Run 1, gate families picked out:
Drawn at 3 px/µm.
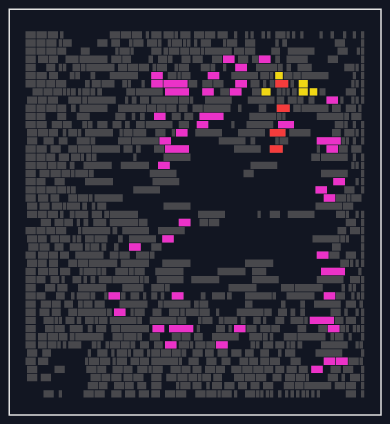
Run 1, register map, names as in the netlist:
Drawn at 2 px/µm. Other sequential cells in the stronger gray, the rest of the logic in the fainter gray.
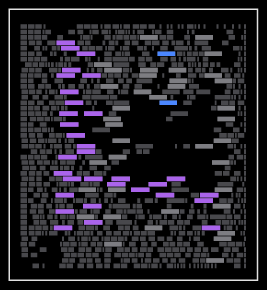
Run 1, port wiring:
Drawn at 4 px/µm.
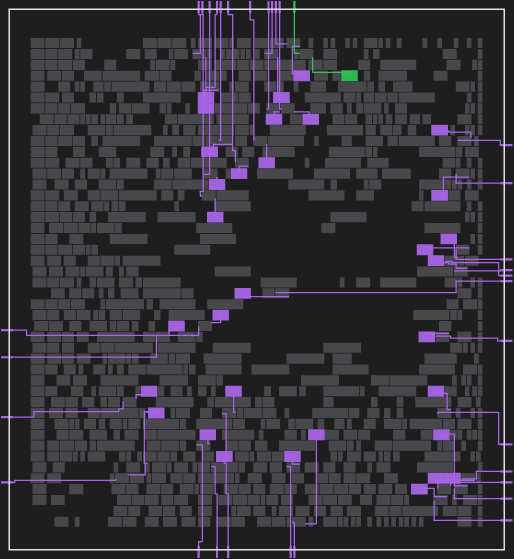
===== src/rtl/crc32_slice4_engine.sv =====
// Slice-by-4 reflected CRC-32 engine: one 32-bit word per cycle through four external lookup tables,
// with partial final words finished a byte at a time through table 0.
module crc32_slice4_engine #(
    parameter logic [31:0] CRC_INIT   = 32'hFFFFFFFF,
    parameter logic [31:0] CRC_XOROUT = 32'hFFFFFFFF
) (
    input  logic        clk,
    input  logic        rst,
    input  logic        in_valid,
    output logic        in_ready,
    input  logic [31:0] in_data,
    input  logic        in_last,
    input  logic [1:0]  in_bytes,
    output logic [31:0] t0_addr,
    output logic [31:0] t1_addr,
    output logic [31:0] t2_addr,
    output logic [31:0] t3_addr,
    input  logic [31:0] t0_rdata,
    input  logic [31:0] t1_rdata,
    input  logic [31:0] t2_rdata,
    input  logic [31:0] t3_rdata,
    output logic        crc_valid,
    input  logic        crc_ready,
    output logic [31:0] crc_out
);

    typedef enum logic [1:0] {RUN, TAIL, DONE} state_t;

    state_t      state_q, state_d;
    logic [31:0] crc_q, crc_d;
    logic [31:0] stage_data_q, stage_data_d;
    logic        stage_last_q, stage_last_d;
    logic [1:0]  stage_bytes_q, stage_bytes_d;
    logic        stage_valid_q, stage_valid_d;
    logic [1:0]  cnt_q, cnt_d;

    logic        accept;
    logic [31:0] x;
    logic [31:0] tail_shift;
    logic [7:0]  tail_byte;

    // The stage is held back while a last word waits to be folded, so a message end costs one accept slot.
    assign in_ready   = (state_q == RUN) && !(stage_valid_q && stage_last_q);
    assign accept     = in_valid && in_ready;
    assign crc_valid  = (state_q == DONE);
    assign crc_out    = crc_q ^ CRC_XOROUT;
    assign x          = crc_q ^ stage_data_q;
    assign tail_shift = stage_data_q >> {cnt_q, 3'b000};
    assign tail_byte  = tail_shift[7:0];

    always_comb begin
        state_d       = state_q;
        crc_d         = crc_q;
        stage_data_d  = stage_data_q;
        stage_last_d  = stage_last_q;
        stage_bytes_d = stage_bytes_q;
        stage_valid_d = stage_valid_q;
        cnt_d         = cnt_q;
        t0_addr       = 32'h0;
        t1_addr       = 32'h0;
        t2_addr       = 32'h0;
        t3_addr       = 32'h0;

        if (accept) begin
            stage_data_d  = in_data;
            stage_last_d  = in_last;
            stage_bytes_d = in_bytes;
            stage_valid_d = 1'b1;
        end

        case (state_q)
            RUN: begin
                if (stage_valid_q) begin
                    if (!stage_last_q || stage_bytes_q == 2'd0) begin
                        t3_addr = {24'h0, x[7:0]};
                        t2_addr = {24'h0, x[15:8]};
                        t1_addr = {24'h0, x[23:16]};
                        t0_addr = {24'h0, x[31:24]};
                        crc_d   = t3_rdata ^ t2_rdata ^ t1_rdata ^ t0_rdata;
                        if (stage_last_q) begin
                            state_d = DONE;
                        end else if (!accept) begin
                            stage_valid_d = 1'b0;
                        end
                    end else begin
                        state_d = TAIL;
                        cnt_d   = 2'd0;
                    end
                end
            end
            TAIL: begin
                t0_addr = {24'h0, crc_q[7:0] ^ tail_byte};
                crc_d   = {8'h00, crc_q[31:8]} ^ t0_rdata;
                cnt_d   = cnt_q + 2'd1;
                if (cnt_q + 2'd1 == stage_bytes_q) begin
                    state_d = DONE;
                end
            end
            DONE: begin
                if (crc_ready) begin
                    crc_d         = CRC_INIT;
                    stage_valid_d = 1'b0;
                    state_d       = RUN;
                end
            end
            default: state_d = RUN;
        endcase
    end

    always_ff @(posedge clk or posedge rst) begin
        if (rst) begin
            state_q       <= RUN;
            crc_q         <= CRC_INIT;
            stage_data_q  <= 32'h0;
            stage_last_q  <= 1'b0;
            stage_bytes_q <= 2'd0;
            stage_valid_q <= 1'b0;
            cnt_q         <= 2'd0;
        end else begin
            state_q       <= state_d;
            crc_q         <= crc_d;
            stage_data_q  <= stage_data_d;
            stage_last_q  <= stage_last_d;
            stage_bytes_q <= stage_bytes_d;
            stage_valid_q <= stage_valid_d;
            cnt_q         <= cnt_d;
        end
    end

endmodule


===== config.mk =====
export PLATFORM = sky130hd
export DESIGN_NAME = crc32_slice4_engine
export DESIGN_NICKNAME = d
export VERILOG_FILES = /design/src/rtl/crc32_slice4_engine.sv
export SDC_FILE = /design/constraint.sdc
export NUM_CORES = 1
export LEC_CHECK = 0
export ABC_AREA = 0
export CAP_MARGIN = 40
export CORE_ASPECT_RATIO = 1.1
export CORE_MARGIN = 5
export CORE_UTILIZATION = 43
export CTS_CLUSTER_SIZE = 25
export DETAILED_ROUTE_END_ITERATION = 8
export MAX_ROUTING_LAYER = met4
export PLACE_DENSITY = 0.87
export SYNTH_ARGS = -nofsm -noshare
export SYNTH_HDL_FRONTEND = slang
export SYNTH_SLANG_ARGS = --single-unit

===== constraint.sdc =====
create_clock -name clk -period 5.1 [get_ports clk]
set_input_delay 1.275 -clock clk [delete_from_list [all_inputs] [get_ports clk]]
set_output_delay 1.275 -clock clk [all_outputs]
set_load 0.01 [all_outputs]

==> run summary, run 1 <==
run metrics: top-level port count 329, routability congestion estimate from global placement roughly 0.9, Worst path top cell family by delay buffers and inverters, post-route insts no fill 1,055, final setup TNS 0 ns, clock power share a little under an eighth, sequential group share of total power 29.6%, worst flop-to-flop path endpoint crc_q[26]$_DFFE_PP1P_, post-synthesis area per instance around 9.5 µm², total global routing track utilization 22.8%, uppermost layer routed met4, clock tree root driver cell clkbuf_16, Core Util at FP 43.9%, GR Util met1 24.7%, final critical-path share of the clock period 79.4%, mi-comb count 503, most frequent cells in the layout clkdlybuf4s50_1 (232), xnor2_1 (105), conb_1 (96), dpl cell area 8250 µm², buffers from clock root to sink, at most 2, number of cells produced by synthesis approximately 640, Syn-to-layout area delta 40.1%, overflow left after global routing 0, detailed-route wire length per cell 17.8 µm, most used standard cell by instance count after synthesis xnor2_1, origin of the worst setup path state_q[1]$_DFFE_PP0P_, Final Cell Area approximately 8500 µm², worst IR drop on VDD ~0.00026 V, post-detailed-routing wire length 18,800 µm, design internal power 2800 µW, met2 global-route usage 41.3%, number of cells in the design after placement 1,039, reg-to-reg slack, setup 2.72 ns, power drawn by the sequential cells 1450 µW, area leader, netlist dfrtp_1, leading post-synthesis cells by instance count xnor2_1 (105), buf_4 (96), nor2_1 (59), xor2_1 (56), dfrtp_1 (40), vertical die dimension 135 µm, Clock Network Area Fraction 3.14%, maximum fanout along the worst path 20, Leak Pwr 0.00346 µW, final antenna diode count 0, critical path data required time ~3.8 ns, Site Rows 45, residual DRC count 0, result of the run finished clean, Max-Slew Margin vs Limit 47.7%, largest net degree at the start of global routing 34, total of endpoints with negative setup slack in the final report 0, clk latency late pin 0.33 ns, critical path endpoint t0_addr[1], total of clock buffers placed in the layout 13, number of flip-flops and latches 72, flops out of synthesis about 72, Setup Skew 0.00732 ns, worst hold path endpoint crc_q[23]$_DFFE_PP1P_, antenna violations before repair 0, met3 WL post-DR 1680 µm, Inserted Clock Buffers 9, actual slew at the worst max-slew pin 0.784 ns, CTS H-tree lvls 3, post-synthesis chip area from yosys about 6100 µm², max-slew violation count 0, FF-to-FF path depth 7, overall power of the completed layout 4890 µW, Cell Type Count 38, sequential area share after synthesis 30.3%, IO buf count 232, Fillers 1,176, Hold WC Path Type reg -> reg, power attributed to combinational cells 2860 µW, number of cells in Yosys stat ~640, Top pwr grp combinational cells, Final Hold Fails 0, TritonCTS clock tree built, smallest hold slack 0.543 ns, Non-clk invs 36, chip area 16,600 µm², total length of routed met2 wires 10,100 µm, number of synthesized flops with an enable pin 0, ratio of routed vias to standard cells between 4 and 5, DP Wirelength 15,200 µm, Syn. warnings 0, proportion of cell area occupied by registers 21.6%, CP Launch Type register, highest-count logic cell in the final layout clkdlybuf4s50_1, data arrival time of the critical path 2.77 ns, total vias in the final route about 5.0k, Post-synth ARST share 100%, setup repair after global routing missed its margin no, slowest CP cell clkdlybuf4s50_1, part of the power in combinational logic 58.6%, final critical-path required period about 4.0 ns, Dominant Register Cell dfrtp_1, initial DRC count 237, most used routing layer in global routing met2, remaining antenna violation count 0, cells resized by post-CTS repair 0, max-capacitance violation count 0, vias in the first global route between 5k and 6k, prevailing logic family in the synthesized netlist XOR/XNOR gates, M3 GR Usage 4.40%, hold-fix buffers at CTS 0, maximum cell stage delay along the critical path 0.56 ns, number of clock sinks roughly 72, aoi share 14.1%
About 'gate families picked out':
color	family	cells
yellow	AND-OR and OR-AND gates	5
magenta	multiplexers	44
red	adder and majority cells	4

About 'register map, names as in the netlist':
color	name in the netlist	placed flops
blue	stage_bytes_q	2
purple	crc_q	32
not colored	38

About 'port wiring':
color	port	bits	direction	edge	end cells	buffers	wire
purple	in_data	32	input	12 right, 11 top, 5 bottom, 4 left	32	32	1,050 µm
green	in_last	1	input	top	1	1	24.7 µm

Run 1, routed metal, one color a layer:
Drawn at 3 px/µm.
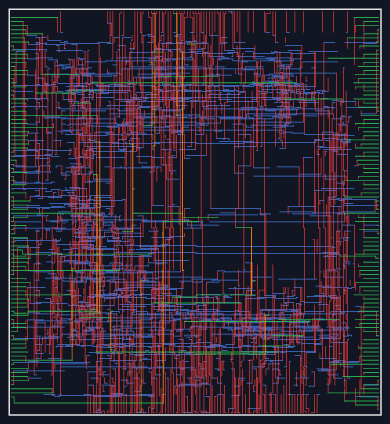

==> inputs of run 2 (changes only) <==
--- a/config.mk
+++ b/config.mk
@@ -9,11 +9,11 @@
 export CAP_MARGIN = 40
 export CORE_ASPECT_RATIO = 1.1
 export CORE_MARGIN = 5
-export CORE_UTILIZATION = 43
+export CORE_UTILIZATION = 36
 export CTS_CLUSTER_SIZE = 25
 export DETAILED_ROUTE_END_ITERATION = 8
 export MAX_ROUTING_LAYER = met4
-export PLACE_DENSITY = 0.87
+export PLACE_DENSITY = 0.78
 export SYNTH_ARGS = -nofsm -noshare
 export SYNTH_HDL_FRONTEND = slang
 export SYNTH_SLANG_ARGS = --single-unit
==> constraint.sdc (replaced) <==
create_clock -name clk -period 3.5 [get_ports clk]
set_input_delay 0.875 -clock clk [delete_from_list [all_inputs] [get_ports clk]]
set_output_delay 0.875 -clock clk [all_outputs]
set_load 0.01 [all_outputs]
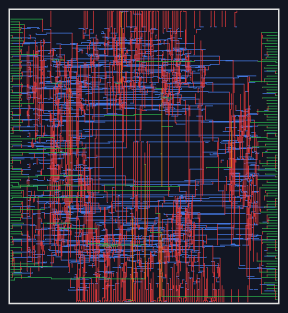
Run 2: routed metal, one color a layer
Drawn at 2 px/µm.
color	layer	wire length
green	met3	1,620 µm
blue	met1	7,120 µm
red	met2	9,720 µm
orange	met4	348 µm

==> run summary, run 2 <==
run metrics: warning total across the stage logs 30, setup repair after global routing missed its margin no, dpl cell area 8300 µm² (+0.61%), Core Util at FP 36.9% (-7.0 points), overflow left after global routing 0 (unchanged), cells resized by post-CTS repair 0 (unchanged), max-capacitance violation count 0 (unchanged), most used routing layer in global routing met2, detailed-routing wirelength on met1 7120 µm, number of flip-flops and latches 72 (unchanged), Site Rows 49 (+8.9%), vias in the first global route 5,006 (-1.7%), largest net degree at the start of global routing 38 (+12%), total of clock buffers placed in the layout 10 (-3), sequential group share of total power 29.4% (-0.2 points), most used standard cell by instance count after synthesis xnor2_1, total global routing track utilization 19.1% (-3.7 points), TritonCTS clock tree built, origin of the worst setup path cnt_q[0]$_DFFE_PP0P_, remaining antenna violation count 0 (unchanged), Logic area 3610 µm², mi-comb count 503 (unchanged), design internal power 4150 µW (+48%), power attributed to combinational cells 4160 µW (+45%), Fillers 1,514 (+29%), biggest cell category by area in the final layout combinational gates, total of endpoints with negative setup slack in the final report 0 (unchanged), prevailing logic family in the synthesized netlist XOR/XNOR gates, Syn-to-layout area delta 41.3%, Dominant Register Cell dfrtp_1, post-detailed-routing wire length 18,800 µm (about the same), proportion of cell area occupied by registers 21.4% (-0.19 points), final antenna diode count 1 (+1), top-level port count 329 (unchanged), Syn. warnings 0 (unchanged), mux share a little under 10%, critical path data required time 2.62 ns (-1.21 ns), Top pwr grp combinational cells, max-slew violation count 0 (unchanged), Leak Pwr 0.00349 µW (+0.91%), data arrival time of the critical path 2.37 ns (-0.40 ns), post-synthesis area per instance 9.48 µm² (unchanged), overall power of the completed layout 7160 µW (+47%), IO buf count 232 (unchanged), result of the run finished clean, vertical die dimension 146 µm (+8.6%), flops out of synthesis 72 (unchanged), hold-fix buffers at CTS 0 (unchanged), buffers from clock root to sink, at most 2 (unchanged), antenna violations before repair 1 (+1), routability congestion estimate from global placement 0.832 (-4.9%), Non-clk invs 36 (unchanged), CP Launch Type register, number of cells produced by synthesis 642 (unchanged), Worst path top cell family by delay flip-flops, Cell Type Count 38 (unchanged), Clock Network Area Fraction 3.36% (+0.22 points), CTS H-tree lvls 3 (unchanged), clock power share 12.5% (+0.7 points), number of synthesized flops with an enable pin 0 (unchanged), DP Wirelength 15,400 µm (+1.2%), post-synthesis chip area from yosys 6080 µm² (unchanged), worst IR drop on VDD 0.000351 V (+37%), post-route insts no fill 1,076 (+2.0%), tap cell count between 200 and 250, GR Util met1 20.7% (-4.0 points), Final Hold Fails 0 (unchanged), met3 WL post-DR 1620 µm (-3.8%), detailed-route wire length per cell 17.5 µm (-1.9%), Min-Delay Path Depth 2, Inserted Clock Buffers 9 (unchanged), Stages on worst setup path 5, critical-path cell list mux4_2 -> xnor2_1 -> nand2_1 -> o21ai_0 -> clkdlybuf4s50_1, chip area 19,600 µm² (+18%), Signal buf overhead 28.6%, aoi share 14.1% (unchanged), horizontal extent of the die approximately 130 µm, initial DRC count 167 (-30%), storage element area 1840 µm², Hold WC Path Type reg -> reg, Max-Slew Margin vs Limit 55.5% (+7.8 points), clk latency late pin 0.33 ns (about the same), total length of routed met2 wires 9720 µm (-4.2%), uppermost layer routed met4, total vias in the final route 4,904 (-2.3%), number of cells in Yosys stat 642 (unchanged), Final Cell Area 8590 µm² (+0.87%), leading post-synthesis cells by instance count xnor2_1 (105), buf_4 (96), nor2_1 (59), xor2_1 (56), dfrtp_1 (40), reg-to-reg slack, setup 1.23 ns (-1.49 ns), Non-clock buffers ~240, actual slew at the worst max-slew pin 0.666 ns (-0.118 ns), Setup Skew 0.00644 ns (-0.000877 ns), power drawn by the sequential cells 2100 µW (+45%), worst hold path endpoint crc_q[5]$_DFFE_PP1P_, M3 GR Usage 4.78% (+0.38 points), critical path endpoint t0_addr[1], final setup TNS 0 ns (unchanged), Post-synth ARST share 100% (unchanged), ratio of routed vias to standard cells 4.56 (-4.2%), clock tree root driver cell clkbuf_16, most frequent cells in the layout clkdlybuf4s50_1 (232), xnor2_1 (105), conb_1 (96), maximum fanout along the worst path 11 (-45%), sequential area share after synthesis 30.3% (unchanged), worst flop-to-flop path endpoint crc_q[4]$_DFFE_PP1P_, number of cells in the design after placement 1,059 (+1.9%), area leader, netlist dfrtp_1, FF-to-FF path depth 7 (unchanged), number of clock sinks 72 (unchanged), residual DRC count 0 (unchanged), met2 global-route usage 34.8% (-6.6 points), smallest hold slack 0.533 ns (-0.00948 ns), final critical-path share of the clock period 92.8%, highest-count logic cell in the final layout clkdlybuf4s50_1, Critical Path End Type output port, part of the power in combinational logic 58.1% (-0.5 points), maximum cell stage delay along the critical path 0.61 ns (+0.05 ns), slowest CP cell dfrtp_1, clock-pin slew reported for the worst setup and hold paths after clock tree synthesis 0.06 ns, XOR-XNOR Cells, Area Fraction 23.2%, final critical-path required period roughly 3.2 ns, power spent charging and discharging nets 3010 µW
Run 2, port wiring:
Drawn at 3 px/µm.
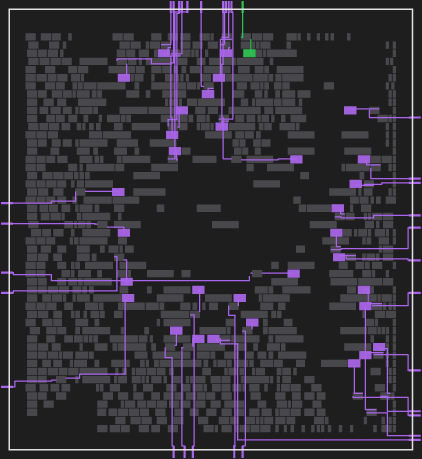

==> inputs of run 3 (changes only) <==
--- a/config.mk
+++ b/config.mk
@@ -12,6 +12,7 @@
 export CORE_UTILIZATION = 36
 export CTS_CLUSTER_SIZE = 25
 export DETAILED_ROUTE_END_ITERATION = 8
+export GPL_TIMING_DRIVEN = 0
 export MAX_ROUTING_LAYER = met4
 export PLACE_DENSITY = 0.78
 export SYNTH_ARGS = -nofsm -noshare
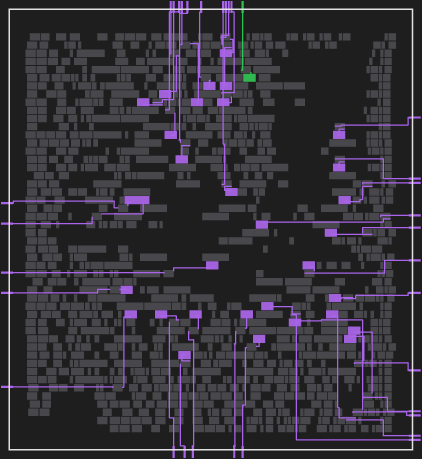
Run 3: port wiring
Drawn at 3 px/µm.
IO buf count: 232
top-level port count: 329

==> run summary, run 3 <==
run metrics: result of the run finished clean, post-synthesis area per instance 9.48 µm² (unchanged), final setup TNS 0 ns (unchanged), residual DRC count 0 (unchanged), Clock Network Area Fraction 3.29% (-0.073 points), TritonCTS clock tree built, largest net degree at the start of global routing 39 (+2.6%), proportion of cell area occupied by registers 19.7% (-1.7 points), Worst path top cell family by delay buffers and inverters, design internal power 4270 µW (+2.8%), final antenna diode count 0 (-1), uppermost layer routed met4, Post-synth ARST share 100% (unchanged), data arrival time of the critical path 2.47 ns (+0.10 ns), area leader, netlist dfrtp_1, Fillers 1,505 (-0.59%), number of cells in Yosys stat 642 (unchanged), power drawn by the sequential cells 2080 µW (about the same), Core Util at FP 36.9% (unchanged), Max-Slew Margin vs Limit 62.6% (+7.0 points), Non-clock buffers 358 (+47%), Cell Type Count 38 (unchanged), Site Rows 49 (unchanged), post-synthesis chip area from yosys 6080 µm² (unchanged), number of clock sinks 72 (unchanged), worst IR drop on VDD 0.000309 V (-12%), met3 WL post-DR 1710 µm (+5.5%), detailed-route wire length per cell 17.1 µm (-2.3%), Hold WC Path Type reg -> reg, sequential group share of total power 28.2% (-1.2 points), most frequent cells in the layout clkdlybuf4s50_1 (232), xnor2_1 (105), buf_4 (97), number of cells produced by synthesis 642 (unchanged), detailed-routing wirelength on met1 7630 µm (+7.1%), Signal buf overhead 34.3% (+5.7 points), buffers from clock root to sink, at most 2 (unchanged), total of endpoints with negative setup slack in the final report 0 (unchanged), cells resized by post-CTS repair 4 (+4), tap cell count 204 (unchanged), antenna violations before repair 0 (-1), hold-fix buffers at CTS 0 (unchanged), GR Util met1 23.1% (+2.4 points), Stages on worst setup path 6 (+1), Critical Path End Type output port, clock-pin slew reported for the worst setup and hold paths after clock tree synthesis 0.06 ns (about the same), DP Wirelength 16,800 µm (+9.0%), power spent charging and discharging nets 3110 µW (+3.5%), FF-to-FF path depth 7 (unchanged), Logic area 3600 µm² (-0.21%), number of synthesized flops with an enable pin 0 (unchanged), clock power share 12.9% (+0.4 points), ratio of routed vias to standard cells 4.42 (-3.1%), Inserted Clock Buffers 9 (unchanged), power attributed to combinational cells 4350 µW (+5%), slowest CP cell clkdlybuf4s50_1, clock tree root driver cell clkbuf_16, total vias in the final route 5,253 (+7.1%), routability congestion estimate from global placement 0.860 (+3.4%), origin of the worst setup path cnt_q[1]$_DFFE_PP0P_, vertical die dimension 146 µm (unchanged), biggest cell category by area in the final layout combinational gates, Syn-to-layout area delta 53.8%, storage element area 1840 µm² (unchanged), most used routing layer in global routing met2, worst flop-to-flop path endpoint stage_data_q[25]$_DFFE_PP0P_, Non-clk invs 36 (unchanged), max-capacitance violation count 0 (unchanged), chip area 19,600 µm² (unchanged), maximum clock frequency between 200 and 300 MHz, most used standard cell by instance count after synthesis xnor2_1, total of clock buffers placed in the layout 11 (+1), clk latency late pin 0.33 ns (about the same), number of flip-flops and latches 72 (unchanged), sequential area share after synthesis 30.3% (unchanged), Top cell area share 16.5%, worst hold path endpoint crc_q[5]$_DFFE_PP1P_, leading post-synthesis cells by instance count xnor2_1 (105), buf_4 (96), nor2_1 (59), xor2_1 (56), dfrtp_1 (40), Syn. warnings 0 (unchanged), warning total across the stage logs 29 (-3.3%), M3 GR Usage 4.82% (+0.034 points), dpl cell area 9040 µm² (+8.9%), Leak Pwr 0.00403 µW (+16%), critical-path cell list buf_4 -> mux4_2 -> xnor2_1 -> nand2_1 -> o21ai_1 -> clkdlybuf4s50_1, number of cells in the design after placement 1,174 (+11%), mux share 9.69% (unchanged), aoi share 14.1% (unchanged), prevailing logic family in the synthesized netlist XOR/XNOR gates, Final Hold Fails 0 (unchanged), CP Launch Type register, CTS H-tree lvls 3 (unchanged), total length of routed met2 wires 10,300 µm (+5.9%), met2 global-route usage 36.5% (+1.7 points), part of the power in combinational logic 58.9% (+0.8 points), overflow left after global routing 0 (unchanged), critical path endpoint t0_addr[2], horizontal extent of the die 134 µm (unchanged), post-route insts no fill 1,189 (+11%), final critical-path required period 3.34 ns (+0.0966 ns), smallest hold slack 0.538 ns (+0.00444 ns), Top pwr grp combinational cells, initial DRC count 171 (+2.4%), overall power of the completed layout 7380 µW (+3.1%), reg-to-reg slack, setup 1.31 ns (+0.08 ns), Final Cell Area 9360 µm² (+8.9%), critical path data required time 2.62 ns (about the same), actual slew at the worst max-slew pin 0.562 ns (-0.104 ns), post-detailed-routing wire length 20,300 µm (+7.9%), highest-count logic cell in the final layout clkdlybuf4s50_1, flops out of synthesis 72 (unchanged), Min-Delay Path Depth 2 (unchanged), Setup Skew 0.00353 ns (-0.00290 ns), maximum cell stage delay along the critical path 0.58 ns (-0.03 ns), remaining antenna violation count 0 (unchanged), Dominant Register Cell dfrtp_1, maximum fanout along the worst path 10 (-1)
Power is estimated from default activity; no workload was simulated.
